$ cat config.mk
export PLATFORM = sky130hd
export DESIGN_NAME = mem_cmd_initiator
export DESIGN_NICKNAME = d
export VERILOG_FILES = /design/src/rtl/mem_cmd_initiator.sv
export SDC_FILE = /design/constraint.sdc
export NUM_CORES = 1
export LEC_CHECK = 0
export CORE_UTILIZATION = 45
export DETAILED_ROUTE_END_ITERATION = 8
export MAX_ROUTING_LAYER = met4
export PLACE_DENSITY = 0.68
export SYNTH_ARGS = -nofsm -noshare
export SYNTH_HDL_FRONTEND = slang
export SYNTH_SLANG_ARGS = --single-unit
$ cat constraint.sdc
create_clock -name clk -period 3.04 [get_ports clk]
set_input_delay 0.608 -clock clk [delete_from_list [all_inputs] [get_ports clk]]
set_output_delay 0.608 -clock clk [all_outputs]
set_load 0.02 [all_outputs]
$ cat src/rtl/mem_cmd_initiator.sv
// mem_cmd_initiator: host-side initiator for the UART memory-controller command
// protocol. Serialises one read/write request into a byte frame on the uart_tx
// byte port, then collects the response bytes from the uart_rx byte port.
// Optional build macro CMD_CHECKSUM_EN: append an XOR checksum byte to every
// frame and expect a trailing XOR checksum byte on every response.
module mem_cmd_initiator #(
   parameter int unsigned SEL_BITS       = 4,
   parameter int unsigned TIMEOUT_CYCLES = 200000
) (
   input  logic                clk,
   input  logic                reset,
   input  logic                req_valid,
   output logic                req_ready,
   input  logic                req_write,
   input  logic [SEL_BITS-1:0] req_sel,
   input  logic [7:0]          req_addr,
   input  logic [15:0]         req_wdata,
   output logic [7:0]          tx_data,
   output logic                tx_en,
   input  logic                tx_busy,
   input  logic [7:0]          rx_data,
   input  logic                rx_valid,
   output logic                rsp_valid,
   output logic [15:0]         rsp_rdata,
   output logic                rsp_err
);

   localparam int unsigned TW = $clog2(TIMEOUT_CYCLES + 1);
`ifdef CMD_CHECKSUM_EN
   localparam int unsigned CK_BYTES = 1;
`else
   localparam int unsigned CK_BYTES = 0;
`endif
   localparam logic [2:0] TX_LAST_WR = 3'(4 + CK_BYTES);
   localparam logic [2:0] TX_LAST_RD = 3'(2 + CK_BYTES);
   localparam logic [1:0] RX_LAST_WR = 2'(0 + CK_BYTES);
   localparam logic [1:0] RX_LAST_RD = 2'(1 + CK_BYTES);
   localparam logic [7:0] CMD_WR     = 8'h57;
   localparam logic [7:0] CMD_RD     = 8'h52;
   localparam logic [7:0] ACK        = 8'h06;

   typedef enum logic [2:0] {
      IDLE, LOAD, STROBE, WAIT_RISE, WAIT_FALL, RECV, DONE
   } state_t;

   state_t        state_q, state_d;
   logic          wr_q, wr_d;
   logic [7:0]    sel_q, sel_d;
   logic [7:0]    addr_q, addr_d;
   logic [15:0]   wdata_q, wdata_d;
   logic [2:0]    idx_q, idx_d;
   logic [1:0]    rx_idx_q, rx_idx_d;
   logic [7:0]    rx_hi_q, rx_hi_d;
   logic [7:0]    rx_lo_q, rx_lo_d;
   logic [TW-1:0] timer_q, timer_d;

   logic          req_ready_d, tx_en_d, rsp_valid_d, rsp_err_d;
   logic [7:0]    tx_data_d;
   logic [15:0]   rsp_rdata_d;

   logic [7:0]    cmd_byte, frame_csum, frame_byte;
   logic [2:0]    tx_last;
   logic [1:0]    rx_last;

   // Frame byte selection from the captured request fields
   always_comb begin
      cmd_byte   = wr_q ? CMD_WR : CMD_RD;
      frame_csum = cmd_byte ^ sel_q ^ addr_q ^
                   (wr_q ? (wdata_q[15:8] ^ wdata_q[7:0]) : 8'h00);
      tx_last    = wr_q ? TX_LAST_WR : TX_LAST_RD;
      rx_last    = wr_q ? RX_LAST_WR : RX_LAST_RD;
      case (idx_q)
         3'd0:    frame_byte = cmd_byte;
         3'd1:    frame_byte = sel_q;
         3'd2:    frame_byte = addr_q;
         3'd3:    frame_byte = wr_q ? wdata_q[15:8] : frame_csum;
         3'd4:    frame_byte = wdata_q[7:0];
         default: frame_byte = frame_csum;
      endcase
   end

   // State register and registered outputs
   always_ff @(posedge clk) begin
      if (reset) begin
         state_q   <= IDLE;
         wr_q      <= 1'b0;
         sel_q     <= '0;
         addr_q    <= '0;
         wdata_q   <= '0;
         idx_q     <= '0;
         rx_idx_q  <= '0;
         rx_hi_q   <= '0;
         rx_lo_q   <= '0;
         timer_q   <= '0;
         req_ready <= 1'b1;
         tx_data   <= '0;
         tx_en     <= 1'b0;
         rsp_valid <= 1'b0;
         rsp_rdata <= '0;
         rsp_err   <= 1'b0;
      end else begin
         state_q   <= state_d;
         wr_q      <= wr_d;
         sel_q     <= sel_d;
         addr_q    <= addr_d;
         wdata_q   <= wdata_d;
         idx_q     <= idx_d;
         rx_idx_q  <= rx_idx_d;
         rx_hi_q   <= rx_hi_d;
         rx_lo_q   <= rx_lo_d;
         timer_q   <= timer_d;
         req_ready <= req_ready_d;
         tx_data   <= tx_data_d;
         tx_en     <= tx_en_d;
         rsp_valid <= rsp_valid_d;
         rsp_rdata <= rsp_rdata_d;
         rsp_err   <= rsp_err_d;
      end
   end

   // Next-state and next-output logic
   always_comb begin
      state_d     = state_q;
      wr_d        = wr_q;
      sel_d       = sel_q;
      addr_d      = addr_q;
      wdata_d     = wdata_q;
      idx_d       = idx_q;
      rx_idx_d    = rx_idx_q;
      rx_hi_d     = rx_hi_q;
      rx_lo_d     = rx_lo_q;
      timer_d     = timer_q;
      tx_data_d   = tx_data;
      rsp_valid_d = 1'b0;
      rsp_rdata_d = rsp_rdata;
      rsp_err_d   = rsp_err;

      case (state_q)
         IDLE: begin
            if (req_valid && req_ready) begin
               wr_d        = req_write;
               sel_d       = 8'(req_sel);
               addr_d      = req_addr;
               wdata_d     = req_wdata;
               idx_d       = '0;
               rx_idx_d    = '0;
               rx_hi_d     = '0;
               rx_lo_d     = '0;
               timer_d     = '0;
               rsp_rdata_d = '0;
               rsp_err_d   = 1'b0;
               state_d     = LOAD;
            end
         end
         LOAD: begin
            tx_data_d = frame_byte;
            if (!tx_busy) state_d = STROBE;
         end
         STROBE: begin
            timer_d = '0;
            state_d = WAIT_RISE;
         end
         // A uart that never raises busy within two cycles is treated as done
         WAIT_RISE: begin
            if (tx_busy || timer_q == TW'(1)) begin
               timer_d = '0;
               state_d = WAIT_FALL;
            end else begin
               timer_d = timer_q + TW'(1);
            end
         end
         WAIT_FALL: begin
            if (!tx_busy) begin
               if (idx_q == tx_last) begin
                  timer_d  = '0;
                  rx_idx_d = '0;
                  state_d  = RECV;
               end else begin
                  idx_d   = idx_q + 3'd1;
                  state_d = LOAD;
               end
            end
         end
         RECV: begin
            if (rx_valid) begin
               timer_d = '0;
               case (rx_idx_q)
                  2'd0:    rx_hi_d = rx_data;
                  2'd1:    rx_lo_d = rx_data;
                  default: ;
               endcase
               if (rx_idx_q == rx_last) begin
                  state_d     = DONE;
                  rsp_valid_d = 1'b1;
                  rsp_rdata_d = wr_q ? 16'h0000 : {rx_hi_d, rx_lo_d};
                  rsp_err_d   = wr_q && (rx_hi_d != ACK);
`ifdef CMD_CHECKSUM_EN
                  if (rx_data != (wr_q ? rx_hi_q : (rx_hi_q ^ rx_lo_q)))
                     rsp_err_d = 1'b1;
`endif
               end else begin
                  rx_idx_d = rx_idx_q + 2'd1;
               end
            end else if (timer_q == TW'(TIMEOUT_CYCLES - 1)) begin
               state_d     = DONE;
               rsp_valid_d = 1'b1;
               rsp_rdata_d = wr_q ? 16'h0000 : {rx_hi_q, rx_lo_q};
               rsp_err_d   = 1'b1;
            end else begin
               timer_d = timer_q + TW'(1);
            end
         end
         DONE: begin
            state_d = IDLE;
         end
         default: begin
            state_d = IDLE;
         end
      endcase

      tx_en_d     = (state_d == STROBE);
      req_ready_d = (state_d == IDLE);
   end

endmodule

**Run 1: nets reached from selected ports**

Drawn at 2 px/um.
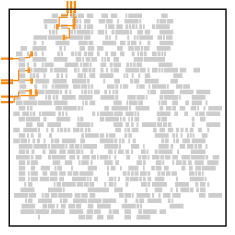
`req_addr`: in orange, bits 8, direction input, edge 5 left, 3 top, end cells 8, buffers 8, wire 101 um.

**Run 1: sizing map**

Drawn at 4 px/um.
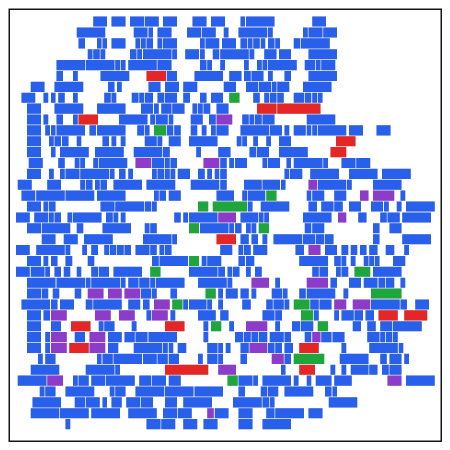
x2: in purple, cells 33, most used mux2_2. x1 and smaller: in blue, cells 605, most used nand2_1. x3 and x4: in green, cells 19, most used buf_4. x6 and larger: in red, cells 15, most used clkbuf_8.

==> run summary, run 1 <==
Outcome: finished, final reports clean
Yosys chip area: 5020 um2
Placeable Area: 10,800 um2
Clock slew at reported path FFs: 0.11 ns
Met3 usage: 6.11%
Area grow syn2layout: 20.6%
Die W: 108 um
Crit-path max FO: 9
Number of hold violations in the final report: 0
Diode count: 0
Peak Freq: 417 MHz
Placed instance area: 5810 um2
# clock sinks: 99
# nets final: 718
Met2 Use GR: 35.5%
Post-route DRC: 0
Die H: 108 um
Chip area: 11,600 um2
Max clock buf depth: 2
Clock Tree Root: clkbuf_8
Asr flop ratio synth: 0%
Critical path launch point: req_valid
Worst min path class: register to register
H-tree depth: 3
Yosys Instances: 610
Setup violators final: 0
Synth Register Bits: 99
Setup TNS: 0 ns
Arrival @ worst endpoint: 2.66 ns
Drt wl/cell: 15.7 um
Clock share of power: 28.2%
Hold path start: rsp_rdata[15]$_SDFFE_PP0P_
Setup ws final: 0.645 ns
IO Count: 70
PostCTS Resize Cnt: 0
Initial drt markers: 286
Floorplan Nets: 661
Required @ worst endpoint: 3.30 ns
Pwr dens: 598 nW/um2
Via density: 5.61
Sequential share of power: 43.3%
CTS hold repair buffers: 0
Grt met1 use: 31.9%
Max-area cell share: 39.5%
Yosys warns: 0
Setup bufs post-CTS: 0
Switching Power: 1.27 mW
Tool warnings: 31
Synth top cells by count: nand2_1, dfxtp_1, a21oi_1
Largest cells by area: dfxtp_1, nand2_1, a21oi_1, nor2_1, mux2_2
Largest net degree at the start of global routing: 54
Synthesized area: 5020 um2
Finished layout cell area: 6050 um2
Vias in the first global route: 4,374
Max-Slew Margin vs Limit: 52.1%
Std-Cell Rows: 38
Grt total ovfl: 0
Worst Skew: 0.0133 ns
First drt pass iteration count: 6
GRT Max-Usage Layer: met2
First-pass GRT wire length: 21,200 um
Post-synth EDFFs: 0
Vias: 4,556
Post-synthesis cell count: 610
Routed WL: 12,800 um
Crit end category: register
Worst-margin pin slew: 0.718 ns
VDD IR max: 0.344 mV
RSZ-0062 raised after global routing: false
GP Congestion: 0.885
Area leader, netlist: dfxtp_1
Antenna violations before repair: 0
Share of layout cells above drive strength 1: 9.97%
Total GRT Usage: 24.0%
Final antenna-violating net count: 0
DP Wirelength: 8970 um
Setup WS pre-CTS: 0.244 ns
R2r startpoint: timer_q[13]$_SDFFE_PP0P_
Logic pwr share: 28.5%
Power Total: 3.62 mW
Port bufs: 69
Seq/Total Area, Yosys: 39.5%
Max Slew Vio Count: 0
Period minus WS final: 2.40 ns
**Run 1: routed metal, one colour a layer**

Drawn at 4 px/um. Only two layers are drawn.
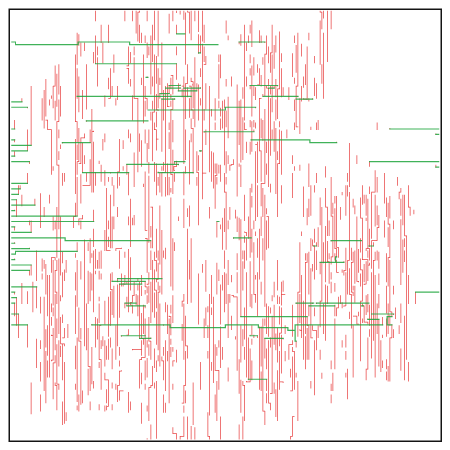
M2: in red, wire length 5,750 um. M3: in green, wire length 677 um.

==> run 1: logic make-up after synthesis <==
kind of cell | after synthesis | share of synthesized area, %
buf+inv | 44 | 4.06
mux | 21 | 4.56
simple gates | 267 | 25.7
fa+ha+maj | 9 | 2.24
flops | 99 | 39.5
compound gates | 134 | 17.6
xor+xnor | 36 | 6.28
==> run 1: path summary, 6_finish.rpt <==
kind | cells past startpoint | slack (ns) | to
max | 8 | 0.64 | timer_q[15]$_SDFFE_PP0P_
min | 2 | 0.46 | rsp_rdata[15]$_SDFFE_PP0P_
max reg2reg | 6 | 0.65 | timer_q[16]$_SDFFE_PP0P_
min reg2reg | 2 | 0.46 | rsp_rdata[15]$_SDFFE_PP0P_
==> run 1: power groups by stage <==
| stage | sequential [mW] | clock, mW | combinational (mW) |
|---|---|---|---|
| after floorplan | 1.59 | 0 | 0.696 |
| after global placement | 1.59 | 0 | 1.02 |
| after detailed placement | 1.60 | 0 | 1.03 |
| after CTS | 1.57 | 1.04 | 1.04 |
| after global routing | 1.59 | 1.09 | 1.14 |
| final | 1.57 | 1.02 | 1.03 |
==> run 1: layer usage <==
metal | vias up | part of all wire, %
li1 | 2268 | -
met1 | 2137 | 48
met2 | 131 | 45
met3 | 20 | 5.3
met4 | 0 | 1.6
met5 | - | 0
==> run 1: registers in the layout (all words and copies together), names as in the netlist, 2 cells and up <==
| name | flops |
|---|---|
| state_q | 3 |
| sel_q | 4 |
| timer_q | 18 |
| idx_q | 3 |
| rx_hi_q | 8 |
| addr_q | 8 |
| wdata_q | 16 |
| rx_idx_q | 2 |
| tx_data | 8 |
| rsp_rdata | 16 |
| rx_lo_q | 8 |
==> run 1: final cells by class <==
class                           instances  area [um2]
Fill cell                            1015        4790
Timing Repair Buffer                   81         776
Sequential cell                        99        1980
Inverter                                9        33.8
Multi-Input combinational cell        467        2840
Clock inverter                          6         108
Clock buffer                           10         138
Tap cell                              140         175
==> run 1: layout by cell type, fill, tap and decap left out, drive strengths merged, types with 3 or more instances in the layout <==
master	count
nand2	117
mux2i	6
ha	9
a22oi	18
clkdlybuf4s50	68
buf	13
o2bb2ai	4
nor2b	3
nand4	7
dfxtp	99
clkbuf	10
nand3	29
a21oi	64
and2	3
nor4	11
xnor2	17
a221oi	5
nor4b	5
a311oi	4
inv	11
nor2	62
and3	4
o21ai	12
nor3	13
mux2	15
xor2	19
a211oi	4
==> run 1: critical path: stages <==
cell and delay (ns):
clkdlybuf4s50_1 0.49, nor4bb_1 0.50, a211oi_2 0.14, o31a_1 0.17, buf_4 0.18, nor4_1 0.33
xnor2_1 0.18, nor2_2 0.05
==> run 1: stage by stage <==
step | hold slack [ns] | util [%]
6_report | 0.464 | 55.8
3_5_place_dp | 0.445 | 53.6
5_1_grt | 0.479 | 55.8
4_1_cts | 0.465 | 55.8
2_1_floorplan | 0.456 | -
3_3_place_gp | 0.443 | 53.6
==> run 2: changes to the inputs <==
Settings changed: PLACE_DENSITY 0.68 to 0.7.
Clock period 3.04 ns to 2 ns, I/O delays scaled along.
**Run 2: routed metal, one colour a layer**

Drawn at 4 px/um. Only two layers are drawn.
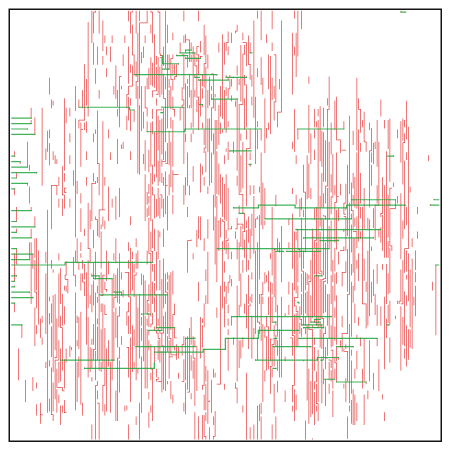
Routed WL: 14,700 um
vias: 4,970
Total GRT Usage: 26.6%
drt wl/cell: 16.4 um

**Run 2: sizing map**

Drawn at 4 px/um.
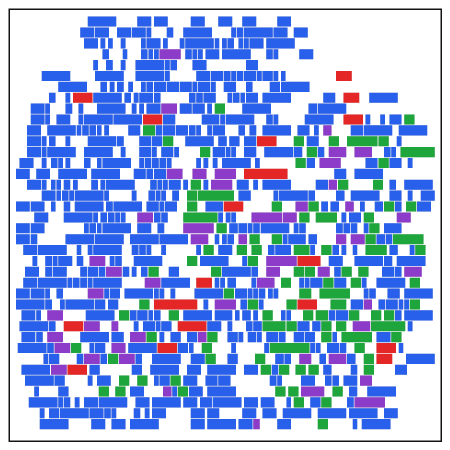
nonclk buf count: 159
area grow syn2layout: 36.1%

==> run 2 against run 1 <==
Net effect:
- clock-buffer cell count unchanged
- clock power up 54%
- register-to-register slack worse by 0.63 ns
- area after synthesis unchanged
- global-route usage up 2.6 points
- sequential power up about 50%
- total power up 64%
- critical endpoint unchanged
==> run summary, run 2 <==
Synth Register Bits: 99 (unchanged)
Period minus WS final: 1.98 ns
RSZ-0062 raised after global routing: true (was false)
Most frequent cells in the layout: nand2_1, dfxtp_1, buf_4 (was nand2_1, dfxtp_1, clkdlybuf4s50_1)
Largest cells by area: dfxtp_1, nand2_1, a21oi_1, nor2_1, mux2_2 (unchanged)
Worst min path class: input pin to register (was register to register)
Die H: 108 um (unchanged)
Unique cell types: 67 (unchanged)
Hold path start: reset (was rsp_rdata[15]$_SDFFE_PP0P_)
Max Cap Violations: 0 (unchanged)
Vias in the first global route: 4,767 (was 4,374)
H-tree depth: 3 (unchanged)
Crit end category: register (unchanged)
Seq/Total Area, Yosys: 39.5% (unchanged)
Max-Slew Margin vs Limit: 68.9% (was 52.1%)
Number of hold violations in the final report: 0 (unchanged)
Max Slew Vio Count: 0 (unchanged)
Synthesized area: 5020 um2 (unchanged)
Antenna violations before repair: 0 (unchanged)
Area leader, netlist: dfxtp_1 (unchanged)
Diode count: 0 (unchanged)
Worst Hold Depth: 2 (unchanged)
Floorplan Nets: 661 (unchanged)
Outcome: finished, final reports clean (unchanged)
Max clock buf depth: 2 (unchanged)
Fill count: 951 (was 1,015)
Worst-margin pin slew: 0.464 ns (was 0.718 ns)
Via density: 5.57 (was 5.61)
Yosys Instances: 610 (unchanged)
First drt pass iteration count: 5 (was 6)
Pwr dens: 868 nW/um2 (was 598 nW/um2)
Post-synthesis cell count: 610 (unchanged)
DR top layer: met4 (unchanged)
Max-area cell share: 39.5% (unchanged)
CP peak stage delay: 0.43 ns (was 0.50 ns)
Setup WS pre-CTS: -0.466 ns (was 0.244 ns)
CP Launch Type: register (was input pin)
Clock share of power: 26.4% (was 28.2%)
Die W: 108 um (unchanged)
Port bufs: 69 (unchanged)
Post-route DRC: 0 (unchanged)
Tool warnings: 32 (was 31)
R2R Setup Slk: 0.02 ns (was 0.65 ns)
Net Sw Frac: 35.4% (was 35.1%)
CP max stage cell: o31a_1 (was nor4bb_1)
Power Total: 5.93 mW (was 3.62 mW)
GP Congestion: 0.896 (was 0.885)
Placed instance area: 6400 um2 (was 5810 um2)
Chip area: 11,600 um2 (unchanged)
Asr flop ratio synth: 0% (unchanged)
# clock sinks: 99 (unchanged)
Post-synth EDFFs: 0 (unchanged)
Crit-path max FO: 6 (was 9)
Clock slew at reported path FFs: 0.10 ns (was 0.11 ns)
Arrival @ worst endpoint: 2.27 ns (was 2.66 ns)
Initial drt markers: 317 (was 286)
Logic pwr share: 33.7% (was 28.5%)
Sequential share of power: 39.9% (was 43.3%)
M1 WL: 6690 um (was 6120 um)
Yosys warns: 0 (unchanged)
First-pass GRT wire length: 23,300 um (was 21,200 um)
Worst Skew: 0.00792 ns (was 0.0133 ns)
Routed wl met3: 646 um (was 677 um)
Top reg by flops: timer_q (unchanged)
Number of flip-flops in the largest register: 18 (unchanged)
R2r startpoint: idx_q[0]$_SDFFE_PP0P_ (was timer_q[13]$_SDFFE_PP0P_)
Peak Freq: 505 MHz
Final antenna-violating net count: 0 (unchanged)
Most frequent logic cell in the layout: nand2_1 (unchanged)
Yosys chip area: 5020 um2 (unchanged)
Placeable Area: 10,800 um2 (unchanged)
Switching Power: 2.10 mW (was 1.27 mW)
Finished layout cell area: 6830 um2 (was 6050 um2)
IO Count: 70 (unchanged)
Fin Hold WS: 0.370 ns (was 0.464 ns)
Clock Tree Root: clkbuf_8 (unchanged)
Required @ worst endpoint: 2.29 ns (was 3.30 ns)
Cell leakage power: 2.51 nW (was 2.09 nW)
CP cell instances: nor4b_4, a31oi_2, o31a_1, buf_6, nor4_2, xnor2_1, nor2_2 (was clkdlybuf4s50_1, nor4bb_1, a211oi_2, o31a_1, buf_4, nor4_1, xnor2_1, nor2_2)
DP Wirelength: 10,300 um (was 8970 um)
Synth top cells by count: nand2_1, dfxtp_1, a21oi_1 (unchanged)
Std-Cell Rows: 38 (unchanged)
Worst r2r dst: timer_q[15]$_SDFFE_PP0P_ (was timer_q[16]$_SDFFE_PP0P_)
R2r worst-path depth: 7 (was 6)
Hold EP: rsp_valid$_SDFF_PP0_ (was rsp_rdata[15]$_SDFFE_PP0P_)
Largest net degree at the start of global routing: 46 (was 54)
Setup violators final: 0 (unchanged)
Yosys top cell by instances: nand2_1 (unchanged)
Grt total ovfl: 0 (unchanged)
Setup ws final: 0.0195 ns (was 0.645 ns)
VDD IR max: 0.603 mV (was 0.344 mV)
Setup TNS: 0 ns (unchanged)
CTS hold repair buffers: 0 (unchanged)
Biggest regs: timer_q x18, rsp_rdata x16, wdata_q x16 (unchanged)
Share of layout cells above drive strength 1: 23.0% (was 9.97%)
# nets final: 798 (was 718)
Met2 WL: 7080 um (was 5750 um)
**Run 2: ports around the boundary**

Drawn at 4 px/um. Pins as bars across the die edge, other pins in grey.
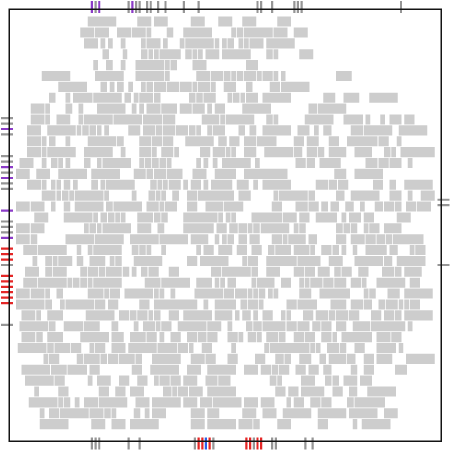
`rx_valid`: in blue, pins 1, direction input, edge bottom. `rsp_rdata`: in red, pins 16, direction output, edge 9 left, 7 bottom. `req_addr`: in purple, pins 8, direction input, edge 5 left, 3 top.

[run 2: final cells by class]
type | count | area [um2] | share of cell area (%)
Timing Repair Buffer | 159 | 1380 | 20.2
Sequential cell | 99 | 1990 | 29.1
Clock inverter | 6 | 108 | 1.57
Clock buffer | 10 | 138 | 2.01
Tap cell | 140 | 175 | 2.56
Inverter | 9 | 33.8 | 0.494
Multi-Input combinational cell | 469 | 3010 | 44.0
[run 2: metrics by stage]
| step | utilization, % | cells |
|---|---|---|
| floorplan | - | 610 |
| global placement | 59.0 | 872 |
| detailed placement | 59.0 | 872 |
| CTS | 61.5 | 888 |
| global route | 63.0 | 892 |
| finish | 63.0 | 892 |
[run 2: logic make-up (layout without fill, tap and decap cells)]
family	after synthesis	count (layout)	share of synthesized area, %
AOI/OAI and AO/OA	134	135	17.6
xor gates and xnor gates	36	36	6.28
adders and majority gates	9	9	2.24
buffers and inverters	44	184	4.06
DFF	99	99	39.5
muxes	21	21	4.56
and+or+nand+nor	267	268	25.7
[run 2: critical path, delay by kind of cell, from the launching register on]
kind,cells,cell delay [ns]
xor+xnor,1,0.18
buf+inv,1,0.18
flops,1,0.37
compound gates,2,0.53
simple gates,3,0.62
[run 2: worst max-delay path by stage]
stage / slack, ns / to / depth (start not counted) / startpoint
after floorplan: 0.03 / timer_q[10]$_SDFFE_PP0P_ / 8 / req_ready$_SDFF_PP1_
after global placement: -0.42 / timer_q[5]$_SDFFE_PP0P_ / 7 / rx_valid
after detailed placement: -0.47 / timer_q[6]$_SDFFE_PP0P_ / 7 / rx_valid
after CTS: 0.0004 / tx_data[2]$_SDFFE_PP0P_ / 9 / idx_q[0]$_SDFFE_PP0P_
after global routing: -0.05 / timer_q[7]$_SDFFE_PP0P_ / 7 / idx_q[0]$_SDFFE_PP0P_
final: 0.02 / timer_q[15]$_SDFFE_PP0P_ / 7 / idx_q[0]$_SDFFE_PP0P_
[run 2: power by group through the flow]
stage / Sequential, mW / Clock, mW / Combinational, mW
after floorplan: 2.42 / 0 / 1.06
after global placement: 2.38 / 0 / 1.83
after detailed placement: 2.39 / 0 / 1.86
after CTS: 2.35 / 1.59 / 1.89
after global routing: 2.39 / 1.67 / 2.18
final: 2.36 / 1.57 / 2.00
[run 2: repair_timing]
action	4_1_cts	5_1_grt
pin swaps	0	7
gates cloned	0	3
endpoints found under the setup margin	28	58
endpoints found under the hold margin	0	0
buffers inserted	0	1
gates resized	5	30
[run 2: metal layers]
metal | vias to the layer above | GRT usage (%)
met5 | - | -
met4 | 0 | 7.05
met3 | 25 | 5.51
met2 | 138 | 42.8
met1 | 2370 | 33.9
li1 | 2437 | -
==> run 3: changes to the inputs <==
--- a/config.mk
+++ b/config.mk
@@ -10,3 +10,3 @@
 export MAX_ROUTING_LAYER = met4
-export PLACE_DENSITY = 0.7
+export PLACE_DENSITY = 0.68
 export SYNTH_ARGS = -nofsm -noshare
==> constraint.sdc (replaced) <==
create_clock -name clk -period 2.5 [get_ports clk]
set_input_delay 0.625 -clock clk [delete_from_list [all_inputs] [get_ports clk]]
set_output_delay 0.625 -clock clk [all_outputs]
set_load 0.02 [all_outputs]
**Run 3: cell outlines without signal wires**

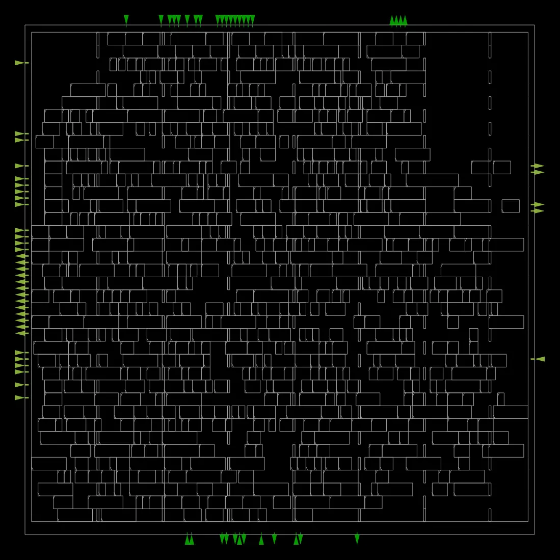
Std-Cell Rows: 38
Placeable Area: 10,800 um2

**Run 3: nets reached from selected ports**

Drawn at 2 px/um.
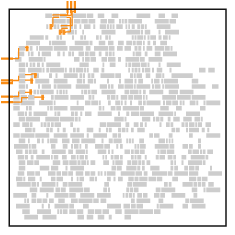
`req_addr`: in orange, bits 8, direction input, edge 5 left, 3 top, end cells 8, buffers 8, wire 117 um.

==> run 3 against run 2 <==
Net effect:
- die size unchanged
- first-iteration DRC count decreased by 11%
- sequential power decreased by about 20%
- clock power decreased by 29%
- sequential share of layout area increased by 2.6 points
- clock-buffer cell count increased by 1
- fmax decreased by 15%
- non-clock buffer count decreased by 50
- flip-flop count unchanged
- global-route usage decreased by 1.7 points
- utilization decreased by 5.4 points
- largest power group unchanged
==> run summary, run 3 <==
R2R Setup Slk: 0.16 ns (was 0.02 ns)
First drt pass iteration count: 5 (unchanged)
Worst min path class: register to register (was input pin to register)
# nets final: 746 (was 798)
Total GRT Usage: 24.9% (was 26.6%)
Dominant Register Cell: dfxtp_1 (unchanged)
Die W: 108 um (unchanged)
WS Path Type: register to register (unchanged)
DP Wirelength: 9550 um (was 10,300 um)
Fp util: 46.3% (unchanged)
Number of hold violations in the final report: 0 (unchanged)
Biggest regs: timer_q x18, rsp_rdata x16, wdata_q x16 (unchanged)
Die H: 108 um (unchanged)
Diode count: 0 (unchanged)
Tcrit/Tclk final: 93.4% (was 99.0%)
Area grow syn2layout: 24.6% (was 36.1%)
CTS buffer count: 9 (unchanged)
H-tree depth: 3 (unchanged)
Synthesized area: 5020 um2 (unchanged)
Mapped Avg Cell Area: 8.23 um2 (unchanged)
RSZ-0062 raised after global routing: false (was true)
Post-synth EDFFs: 0 (unchanged)
Fin Hold WS: 0.457 ns (was 0.370 ns)
CTS hold repair buffers: 0 (unchanged)
CTS tree: done (unchanged)
R2r startpoint: timer_q[12]$_SDFFE_PP0P_ (was idx_q[0]$_SDFFE_PP0P_)
Power Total: 4.41 mW (was 5.93 mW)
Final Core Density: 57.7% (was 63.0%)
Clock slew at reported path FFs: 0.11 ns (was 0.10 ns)
VDD IR max: 0.421 mV (was 0.603 mV)
Pwr dens: 706 nW/um2 (was 868 nW/um2)
Max Cap Violations: 0 (unchanged)
Synth top cells by count: nand2_1, dfxtp_1, a21oi_1 (unchanged)
Number of flip-flops in the largest register: 18 (unchanged)
Most frequent logic cell in the layout: nand2_1 (unchanged)
Met2 Use GR: 37.3% (was 42.8%)
Setup violators final: 0 (unchanged)
Setup bufs post-CTS: 0 (unchanged)
Outcome: finished, final reports clean (unchanged)
Routed WL: 13,100 um (was 14,700 um)
Post-route DRC: 0 (unchanged)
Worst Hold Depth: 2 (unchanged)
CP Launch Type: register (unchanged)
First-pass GRT wire length: 22,000 um (was 23,300 um)
Top reg by flops: timer_q (unchanged)
Port bufs: 69 (unchanged)
# clock sinks: 99 (unchanged)
Grt met1 use: 32.3% (was 33.9%)
Vias in the first global route: 4,505 (was 4,767)
Max-area cell share: 39.5% (unchanged)
Tool warnings: 31 (was 32)
GRT Max-Usage Layer: met2 (unchanged)
Yosys Instances: 610 (unchanged)
Crit-path max FO: 5 (was 6)
Met3 usage: 5.27% (was 5.51%)
Via density: 5.52 (was 5.57)
Hold EP: rsp_rdata[13]$_SDFFE_PP0P_ (was rsp_valid$_SDFF_PP0_)
Share of layout cells above drive strength 1: 13.4% (was 23.0%)
Worst Skew: 0.0157 ns (was 0.00792 ns)
Floorplan Nets: 661 (unchanged)
Period minus WS final: 2.34 ns (was 1.98 ns)
Arrival @ worst endpoint: 2.61 ns (was 2.27 ns)
Yosys top cell by instances: nand2_1 (unchanged)
Cell leakage power: 2.22 nW (was 2.51 nW)
Grt total ovfl: 0 (unchanged)
Vias: 4,634 (was 4,970)
Initial drt markers: 282 (was 317)
Max-Slew Margin vs Limit: 40.3% (was 68.9%)
Area leader, netlist: dfxtp_1 (unchanged)
Max Slew Vio Count: 0 (unchanged)
Worst-margin pin slew: 0.896 ns (was 0.464 ns)
Synth Register Bits: 99 (unchanged)
GP Congestion: 0.908 (was 0.896)
Insertion Delay late pin: 0.39 ns (about the same)
Unique cell types: 67 (unchanged)
Yosys chip area: 5020 um2 (unchanged)
Max clock buf depth: 2 (unchanged)
Seq/Total Area, Yosys: 39.5% (unchanged)
Post-synthesis cell count: 610 (unchanged)
Worst r2r dst: timer_q[12]$_SDFFE_PP0P_ (was timer_q[15]$_SDFFE_PP0P_)
Drt wl/cell: 15.6 um (was 16.4 um)
Peak Freq: 428 MHz (was 505 MHz)
Crit end category: register (unchanged)
Required @ worst endpoint: 2.77 ns (was 2.29 ns)
Antenna violations before repair: 0 (unchanged)
IO Count: 70 (unchanged)
Largest net degree at the start of global routing: 48 (was 46)
R2r worst-path depth: 6 (was 7)
Final antenna-violating net count: 0 (unchanged)
Asr flop ratio synth: 0% (unchanged)
Most frequent cells in the layout: nand2_1, dfxtp_1, clkdlybuf4s50_1 (was nand2_1, dfxtp_1, buf_4)
Hold path start: rsp_rdata[13]$_SDFFE_PP0P_ (was reset)
Yosys warns: 0 (unchanged)
Clock Tree Root: clkbuf_8 (unchanged)
Chip area: 11,600 um2 (unchanged)
PostCTS Resize Cnt: 0 (was 5)
Largest cells by area: dfxtp_1, nand2_1, a21oi_1, nor2_1, mux2_2 (unchanged)
**Run 3: sizing map**

Drawn at 4 px/um.
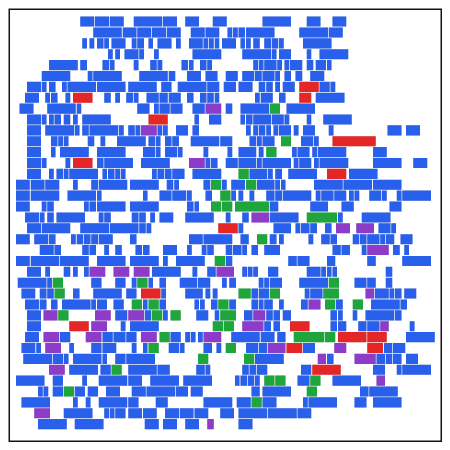
x6 and larger: in red, cells 16, most used clkbuf_8. x2: in purple, cells 33, most used mux2_2. x3 and x4: in green, cells 45, most used buf_4. x1 and smaller: in blue, cells 606, most used nand2_1.

-- run 3: cell count changes in the layout (fill, tap and decap cells not counted), sizes merged --
cell	previous run	this run
buf	91	41
clkinv	2	0
a21o	2	1
and2	4	3
bufinv	2	1
clkbuf	10	11
clkinvlp	0	1
inv	11	12
-- run 3: cell families (layout without fill, tap and decap cells) --
kind of cell | after synthesis | after routing | synth area share, %
and+or+nand+nor | 267 | 267 | 25.7
AOI/OAI and AO/OA | 134 | 134 | 17.6
DFF | 99 | 99 | 39.5
buffers and inverters | 44 | 134 | 4.06
xor gates and xnor gates | 36 | 36 | 6.28
muxes | 21 | 21 | 4.56
adders and majority gates | 9 | 9 | 2.24
-- run 3: area by class of cell --
class                           instances  area [um2]
Timing Repair Buffer                  109        1010
Tap cell                              140         175
Sequential cell                        99        1980
Clock inverter                          5        68.8
Multi-Input combinational cell        467        2840
Clock buffer                           11         141
Inverter                                9        33.8
Fill cell                             998        4590
-- run 3: worst max-delay path, stage by stage (launching register included) --
cell     delay (ns)
dfxtp_1        0.36
nor4_1         0.53
and2_1         0.27
nand4_1        0.16
a31oi_1        0.47
a21oi_1        0.17
a31o_2         0.28
-- run 3: power breakdown --
group | internal (mW) | leakage [nW] | total, mW | switching, mW
clock | 0.508 | 0.104 | 1.11 | 0.602
combinational | 0.625 | 1.31 | 1.42 | 0.794
sequential | 1.73 | 0.803 | 1.88 | 0.153
-- run 3: worst max path at each step --
stage | start | endpoint | slack [ns]
3_5_place_dp | req_valid | timer_q[8]$_SDFFE_PP0P_ | -0.07
6_report | timer_q[12]$_SDFFE_PP0P_ | timer_q[12]$_SDFFE_PP0P_ | 0.16
2_1_floorplan | rx_valid | timer_q[12]$_SDFFE_PP0P_ | 0.36
3_3_place_gp | req_valid | timer_q[7]$_SDFFE_PP0P_ | -0.03
4_1_cts | timer_q[12]$_SDFFE_PP0P_ | timer_q[12]$_SDFFE_PP0P_ | 0.18
5_1_grt | timer_q[13]$_SDFFE_PP0P_ | timer_q[12]$_SDFFE_PP0P_ | 0.03
-- run 3: stage by stage --
step                      cells  worst slack, ns  cell area [um2]  setup TNS [ns]
after CTS                   840            0.185             6250               0
after global routing        840           0.0332             6250               0
final                       840            0.164             6250               0
after global placement      824          -0.0251             6040         -0.0566
after floorplan             610            0.356             5020               0
after detailed placement    824          -0.0716             6040          -0.262
-- run 3: per-layer routing --
metal / share of wire [%] / up-vias
li1: - / 2320
met5: 0 / -
met3: 6.1 / 30
met4: 2.6 / 0
met1: 46 / 2122
met2: 45 / 162
Power and IR drop assume default switching activity.
